**src/rtl/div_ctrl_pkg.sv**
```systemverilog
// div_ctrl_pkg: shared widths, op encodings and FSM states for the divide sequencer.
package div_ctrl_pkg;
    localparam int XLEN = 32;
    localparam logic [XLEN-1:0] INT_MIN = {1'b1, {(XLEN-1){1'b0}}};
    // op[1] selects remainder, op[0] selects unsigned
    typedef enum logic [1:0] {
        OP_DIV  = 2'b00,
        OP_DIVU = 2'b01,
        OP_REM  = 2'b10,
        OP_REMU = 2'b11
    } div_op_e;
    typedef enum logic [1:0] {
        S_IDLE,
        S_WAIT,
        S_FIX,
        S_RESP
    } state_e;
endpackage

```
**src/rtl/div_ctrl_if.sv**
```systemverilog
// div_ctrl_if: EX-side request/response channel of the divide sequencer.
interface div_ctrl_if
    import div_ctrl_pkg::*;
();
    logic            req_valid_i;
    logic            req_ready_o;
    div_op_e         op_i;
    logic [XLEN-1:0] rs1_i;
    logic [XLEN-1:0] rs2_i;
    logic [4:0]      rd_i;
    logic            stall_o;
    logic            resp_valid_o;
    logic            resp_ready_i;
    logic [XLEN-1:0] resp_data_o;
    logic [4:0]      resp_rd_o;
    modport master (
        output req_valid_i, op_i, rs1_i, rs2_i, rd_i, resp_ready_i,
        input  req_ready_o, stall_o, resp_valid_o, resp_data_o, resp_rd_o
    );
    modport slave (
        input  req_valid_i, op_i, rs1_i, rs2_i, rd_i, resp_ready_i,
        output req_ready_o, stall_o, resp_valid_o, resp_data_o, resp_rd_o
    );
endinterface

```
**src/rtl/div_sign_fix.sv**
```systemverilog
// div_sign_fix: restores signs on the unsigned core result and selects quotient or remainder.
module div_sign_fix
    import div_ctrl_pkg::*;
(
    input  logic [XLEN-1:0] quot,
    input  logic [XLEN-1:0] rem,
    input  logic            sign1,
    input  logic            sign2,
    input  logic            is_signed,
    input  logic            is_rem,
    output logic [XLEN-1:0] res
);
    logic [XLEN-1:0] q_fix;
    logic [XLEN-1:0] r_fix;
    always_comb begin
        q_fix = (is_signed & (sign1 ^ sign2)) ? -quot : quot;
        r_fix = (is_signed & sign1) ? -rem : rem;
        res   = is_rem ? r_fix : q_fix;
    end
endmodule

```
**src/rtl/div_ctrl.sv**
```systemverilog
// div_ctrl: sequences RV32M divides through an external unsigned core, handling
// divide-by-zero and signed overflow locally and fixing up signs of the result.
module div_ctrl
    import div_ctrl_pkg::*;
(
    input  logic            clk_i,
    input  logic            rst_n,
    input  logic            flush_i,
    div_ctrl_if.slave       bus,
    output logic            core_start_o,
    output logic            core_abort_o,
    output logic [XLEN-1:0] core_dividend_o,
    output logic [XLEN-1:0] core_divisor_o,
    input  logic            core_done_i,
    input  logic [XLEN-1:0] core_quot_i,
    input  logic [XLEN-1:0] core_rem_i
);
    state_e          state_q, state_d;
    logic            accept, sgn, neg1, neg2, is_div0, is_ovf, special;
    logic            s1_q, s2_q, start_q;
    logic [1:0]      op_q;
    logic [4:0]      rd_q;
    logic [XLEN-1:0] q_q, r_q, res_q, fix_res, special_res;

    assign bus.req_ready_o  = (state_q == S_IDLE);
    assign bus.stall_o      = (state_q != S_IDLE);
    assign bus.resp_valid_o = (state_q == S_RESP);
    assign bus.resp_data_o  = res_q;
    assign bus.resp_rd_o    = rd_q;
    assign core_start_o     = start_q;
    assign core_abort_o     = flush_i & (state_q == S_WAIT);

    always_comb begin
        sgn         = ~bus.op_i[0];
        neg1        = sgn & bus.rs1_i[XLEN-1];
        neg2        = sgn & bus.rs2_i[XLEN-1];
        accept      = bus.req_valid_i & (state_q == S_IDLE) & ~flush_i;
        is_div0     = (bus.rs2_i == '0);
        is_ovf      = sgn & (bus.rs1_i == INT_MIN) & (bus.rs2_i == '1);
        special     = is_div0 | is_ovf;
        // divide-by-zero wins: remainder passes rs1 through untouched
        special_res = is_div0 ? (bus.op_i[1] ? bus.rs1_i : '1)
                              : (bus.op_i[1] ? '0 : INT_MIN);
    end

    always_comb begin
        state_d = state_q;
        case (state_q)
            S_IDLE:  state_d = accept ? (special ? S_RESP : S_WAIT) : S_IDLE;
            S_WAIT:  state_d = core_done_i ? S_FIX : S_WAIT;
            S_FIX:   state_d = S_RESP;
            S_RESP:  state_d = bus.resp_ready_i ? S_IDLE : S_RESP;
            default: state_d = S_IDLE;
        endcase
        if (flush_i) state_d = S_IDLE;
    end

    always_ff @(posedge clk_i or negedge rst_n) begin
        if (!rst_n) state_q <= S_IDLE;
        else        state_q <= state_d;
    end

    div_sign_fix u_fix (
        .quot      (q_q),
        .rem       (r_q),
        .sign1     (s1_q),
        .sign2     (s2_q),
        .is_signed (~op_q[0]),
        .is_rem    (op_q[1]),
        .res       (fix_res)
    );

    always_ff @(posedge clk_i or negedge rst_n) begin
        if (!rst_n) begin
            start_q         <= 1'b0;
            op_q            <= '0;
            rd_q            <= '0;
            s1_q            <= 1'b0;
            s2_q            <= 1'b0;
            core_dividend_o <= '0;
            core_divisor_o  <= '0;
            q_q             <= '0;
            r_q             <= '0;
            res_q           <= '0;
        end else begin
            start_q <= accept & ~special;
            if (accept) begin
                op_q            <= bus.op_i;
                rd_q            <= bus.rd_i;
                s1_q            <= neg1;
                s2_q            <= neg2;
                core_dividend_o <= neg1 ? -bus.rs1_i : bus.rs1_i;
                core_divisor_o  <= neg2 ? -bus.rs2_i : bus.rs2_i;
                res_q           <= special_res;
            end
            if (state_q == S_WAIT && core_done_i) begin
                q_q <= core_quot_i;
                r_q <= core_rem_i;
            end
            if (state_q == S_FIX) res_q <= fix_res;
        end
    end
endmodule

```
**src/flat_wrapper.sv**
```systemverilog
// flat-port wrapper written by rule: the top's interface ports become plain ports
module div_ctrl_flat import div_ctrl_pkg::*;
  (clk_i, rst_n, flush_i, core_start_o, core_abort_o, core_dividend_o, core_divisor_o, core_done_i, core_quot_i, core_rem_i, bus_req_valid_i, bus_op_i, bus_rs1_i, bus_rs2_i, bus_rd_i, bus_resp_ready_i, bus_req_ready_o, bus_stall_o, bus_resp_valid_o, bus_resp_data_o, bus_resp_rd_o);
  div_ctrl_if bus_i ();
  input  logic clk_i;
  input  logic rst_n;
  input  logic flush_i;
  output logic core_start_o;
  output logic core_abort_o;
  output logic [XLEN-1:0] core_dividend_o;
  output logic [XLEN-1:0] core_divisor_o;
  input  logic core_done_i;
  input  logic [XLEN-1:0] core_quot_i;
  input  logic [XLEN-1:0] core_rem_i;
  input wire logic [$bits(bus_i.req_valid_i)-1:0] bus_req_valid_i;
  input wire logic [$bits(bus_i.op_i)-1:0] bus_op_i;
  input wire logic [$bits(bus_i.rs1_i)-1:0] bus_rs1_i;
  input wire logic [$bits(bus_i.rs2_i)-1:0] bus_rs2_i;
  input wire logic [$bits(bus_i.rd_i)-1:0] bus_rd_i;
  input wire logic [$bits(bus_i.resp_ready_i)-1:0] bus_resp_ready_i;
  output wire logic [$bits(bus_i.req_ready_o)-1:0] bus_req_ready_o;
  output wire logic [$bits(bus_i.stall_o)-1:0] bus_stall_o;
  output wire logic [$bits(bus_i.resp_valid_o)-1:0] bus_resp_valid_o;
  output wire logic [$bits(bus_i.resp_data_o)-1:0] bus_resp_data_o;
  output wire logic [$bits(bus_i.resp_rd_o)-1:0] bus_resp_rd_o;
  assign bus_i.req_valid_i = bus_req_valid_i;
  assign bus_i.op_i = bus_op_i;
  assign bus_i.rs1_i = bus_rs1_i;
  assign bus_i.rs2_i = bus_rs2_i;
  assign bus_i.rd_i = bus_rd_i;
  assign bus_i.resp_ready_i = bus_resp_ready_i;
  assign bus_req_ready_o = bus_i.req_ready_o;
  assign bus_stall_o = bus_i.stall_o;
  assign bus_resp_valid_o = bus_i.resp_valid_o;
  assign bus_resp_data_o = bus_i.resp_data_o;
  assign bus_resp_rd_o = bus_i.resp_rd_o;
  div_ctrl u_core (.clk_i(clk_i), .rst_n(rst_n), .flush_i(flush_i), .bus(bus_i), .core_start_o(core_start_o), .core_abort_o(core_abort_o), .core_dividend_o(core_dividend_o), .core_divisor_o(core_divisor_o), .core_done_i(core_done_i), .core_quot_i(core_quot_i), .core_rem_i(core_rem_i));
endmodule
```
**config.mk**
```make
export PLATFORM = sky130hd
export DESIGN_NAME = div_ctrl_flat
export DESIGN_NICKNAME = d
export VERILOG_FILES = /design/src/rtl/div_ctrl_pkg.sv /design/src/rtl/div_ctrl_if.sv /design/src/rtl/div_sign_fix.sv /design/src/rtl/div_ctrl.sv /design/src/flat_wrapper.sv
export SDC_FILE = /design/constraint.sdc
export NUM_CORES = 1
export LEC_CHECK = 0
export ABC_AREA = 0
export ABC_CLOCK_PERIOD_IN_PS = 6050
export CELL_PAD_IN_SITES_DETAIL_PLACEMENT = 1
export CELL_PAD_IN_SITES_GLOBAL_PLACEMENT = 1
export CORE_ASPECT_RATIO = 1.75
export CORE_UTILIZATION = 41
export CTS_BUF_LIST = sky130_fd_sc_hd__clkbuf_16
export DETAILED_ROUTE_END_ITERATION = 6
export PLACE_DENSITY = 0.95
export SYNTH_ARGS = -nofsm -noshare
export SYNTH_HDL_FRONTEND = slang
export SYNTH_HIERARCHICAL = 1
export SYNTH_SLANG_ARGS = --single-unit
```
**constraint.sdc**
```tcl
create_clock -name clk_i -period 6.05 [get_ports clk_i]
set_clock_uncertainty 0.2 [all_clocks]
set_input_delay 1.21 -clock clk_i [delete_from_list [all_inputs] [get_ports clk_i]]
set_output_delay 1.21 -clock clk_i [all_outputs]
set_load 0.02 [all_outputs]
```
==> impl_metrics.yaml <==
# physical design summary
global_route:
  grt_max_degree: 106
  busiest_layer: "met2"
  use_met1_pct: 29.6
  use_met2_pct: 53.8
drt:
  wl_per_cell_um: 22.7
  wl_met1_mm: 12.9
  highest_layer: "met4"
critical_path:
  cp.required_ns: 4.64
  cp_common_cell: "clkdlybuf4s50_1"
  worstSetupPathType: "primary input to output port"
  startpoint_type: "primary input"
clock_tree:
  cts_inserted_buffers: 17
layout:
  n_all_buffers: 256
  multi_input_comb_cells: 849
  comb_share_pct: 41.7
  buffer_area_share_pct: 18.7
  finalNetCount: 1467
  final_cell_mix: "clkdlybuf4s50_1, dfrtp_1, nand2_1, xnor2_1, o21ai_0"
  non_clock_inverter_count: 25
  nClkBuffers: 17
  sh_seq_area_pct: 31.7
logic_synthesis:
  ff_type: "dfrtp_1"
  yosys.cell_count.top_type: "dfrtp_1"
  synth.area.top_cells: "dfrtp_1, mux2_2, xnor2_1"
  fp_nets: 1266
  synth-edff-count: 0
  synthXorXnorAreaFrac_pct: 8.79
  syn_inst: 1120
  ys_area_mm2: 0.0104
  synth_area_per_cell_um2: 9.25
  synthMuxAreaShare_pct: 9.10
  yosysWarnings: 6
  ys_ff: 172
placement:
  hpwl_mm: 27.7
  post_dp_cell_area_mm2: 0.0130
  portBuffers: 246
pwr:
  p_total_w: 0.00478
  p_leak_nw: 5.51
final_timing:
  tns_ns: 0
  max_freq_mhz: 250
  max_slew.worst_pin.slew_ns: 1.26
  fin_crit_sh_pct: 66.2
flow_run:
  cap_violations: 0
  warnings: 30
floorplan:
  tapCellCount: 312
outcome:
  status: "finished, final reports clean"
sequential cells by signal, summed over array words and instances (netlist names):
signal and flops:
u_core/core_divisor_o 32, u_core/r_q 32, u_core/bus.resp_rd_o 5, u_core/s2_q 1, u_core/core_dividend_o 32, u_core/state_q 2, u_core/q_q 32, u_core/s1_q 1
u_core/core_start_o 1, u_core/bus.resp_data_o 32, u_core/op_q 2
worst register-to-register path, delay by kind of cell, from the launching register on:
kind            cells  cell delay, ns
flops               1            0.44
simple gates        2            1.29
fa+ha+maj           1            0.17
compound gates      3            0.51
xor+xnor            1            0.27
buf+inv             1            0.08
mux                 1            0.13
final timing paths:
kind	from	endpoint	slack, ns	cells past startpoint
worst max-delay path	flush_i	core_abort_o	2.04	3
worst min-delay path	u_core/core_divisor_o[8]$_DFFE_PN0P_	u_core/core_divisor_o[8]$_DFFE_PN0P_	0.28	2
worst max register to register	u_core/r_q[0]$_DFFE_PN0P_	u_core/bus.resp_data_o[22]$_DFFE_PN0P_	2.85	9
worst min register to register	u_core/core_divisor_o[8]$_DFFE_PN0P_	u_core/core_divisor_o[8]$_DFFE_PN0P_	0.28	2
max in group asynchronous	rst_n	u_core/q_q[7]$_DFFE_PN0P_	3.84	2
min in group asynchronous	rst_n	u_core/r_q[17]$_DFFE_PN0P_	0.61	1
kinds of logic after synthesis:
logic type               Yosys count
AND-OR/OR-AND                    253
XOR/XNOR                         104
adder cells (fa/ha/maj)            5
buffers and inverters             99
flip-flops                       172
multiplexers                      86
AND/OR/NAND/NOR                  401
power by group:
part | switching, W | leakage, nW | internal (W)
Clock | 0.000503 | 0.272 | 0.000606
Combinational | 0.000988 | 3.11 | 0.000875
Sequential | 0.000345 | 2.13 | 0.00146
Total | 0.00184 | 5.51 | 0.00294
pdn.png
(3 px per um) Pins as bars on the die edge.
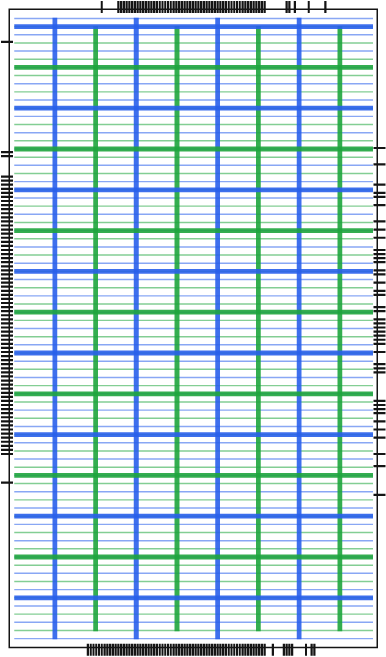
VDD -> green
VSS -> blue
signal pins = 247
met4 straps = 8
met1 rails = 77
rows = 76
Peak VDD IR: 215 uV
Die X: 122 um
Core ar.: 0.0247 mm^2
Die H: 212 um

zoom.png
Region (36, 124) to (86, 174) um. Cells in grey, sequential cells in the stronger grey; small squares are vias.
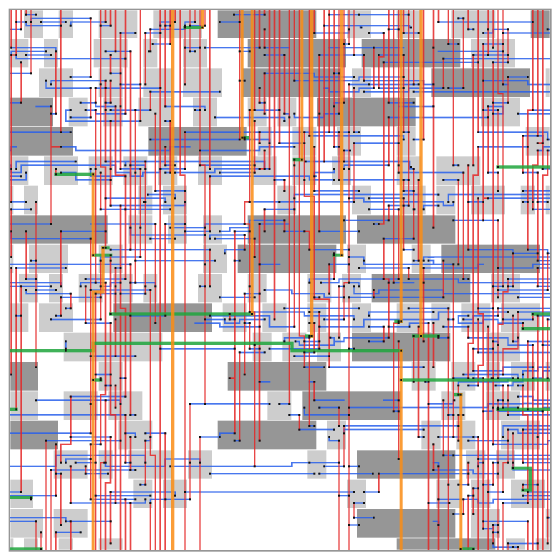
met4 -> orange
met3 -> green
met2 -> red
met1 -> blue
cells with their middle in the window = 138
most frequent = dfrtp_1 (21), a21oi_1 (14)
sequential cells in the window = 21
netlist names of flops here include = `u_core/bus.resp_data_o` (15), `u_core/core_dividend_o` (3), `u_core/q_q` (3)

drive_strength.png
(1.5 px per um)
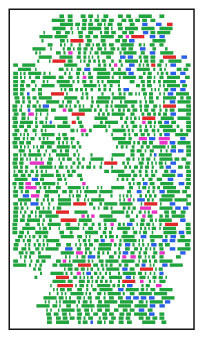
drive 2 -> blue  # cells 86, share 6.4%
drive 6 and up -> red  # cells 22, share 1.6%
drive 3 to 4 -> magenta  # cells 32, share 2.4%
drive 1 or less -> green  # cells 1,194, share 90%
final setup margin: 2.04 ns
Layout area overhead: 30.9%
fin area: 0.0136 mm^2

final_placement.png
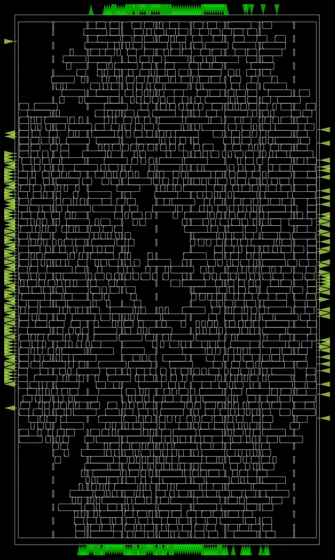
utilization after layout: 54.8%
fillcell total: 2,789

Power is estimated from default activity; no workload was simulated.
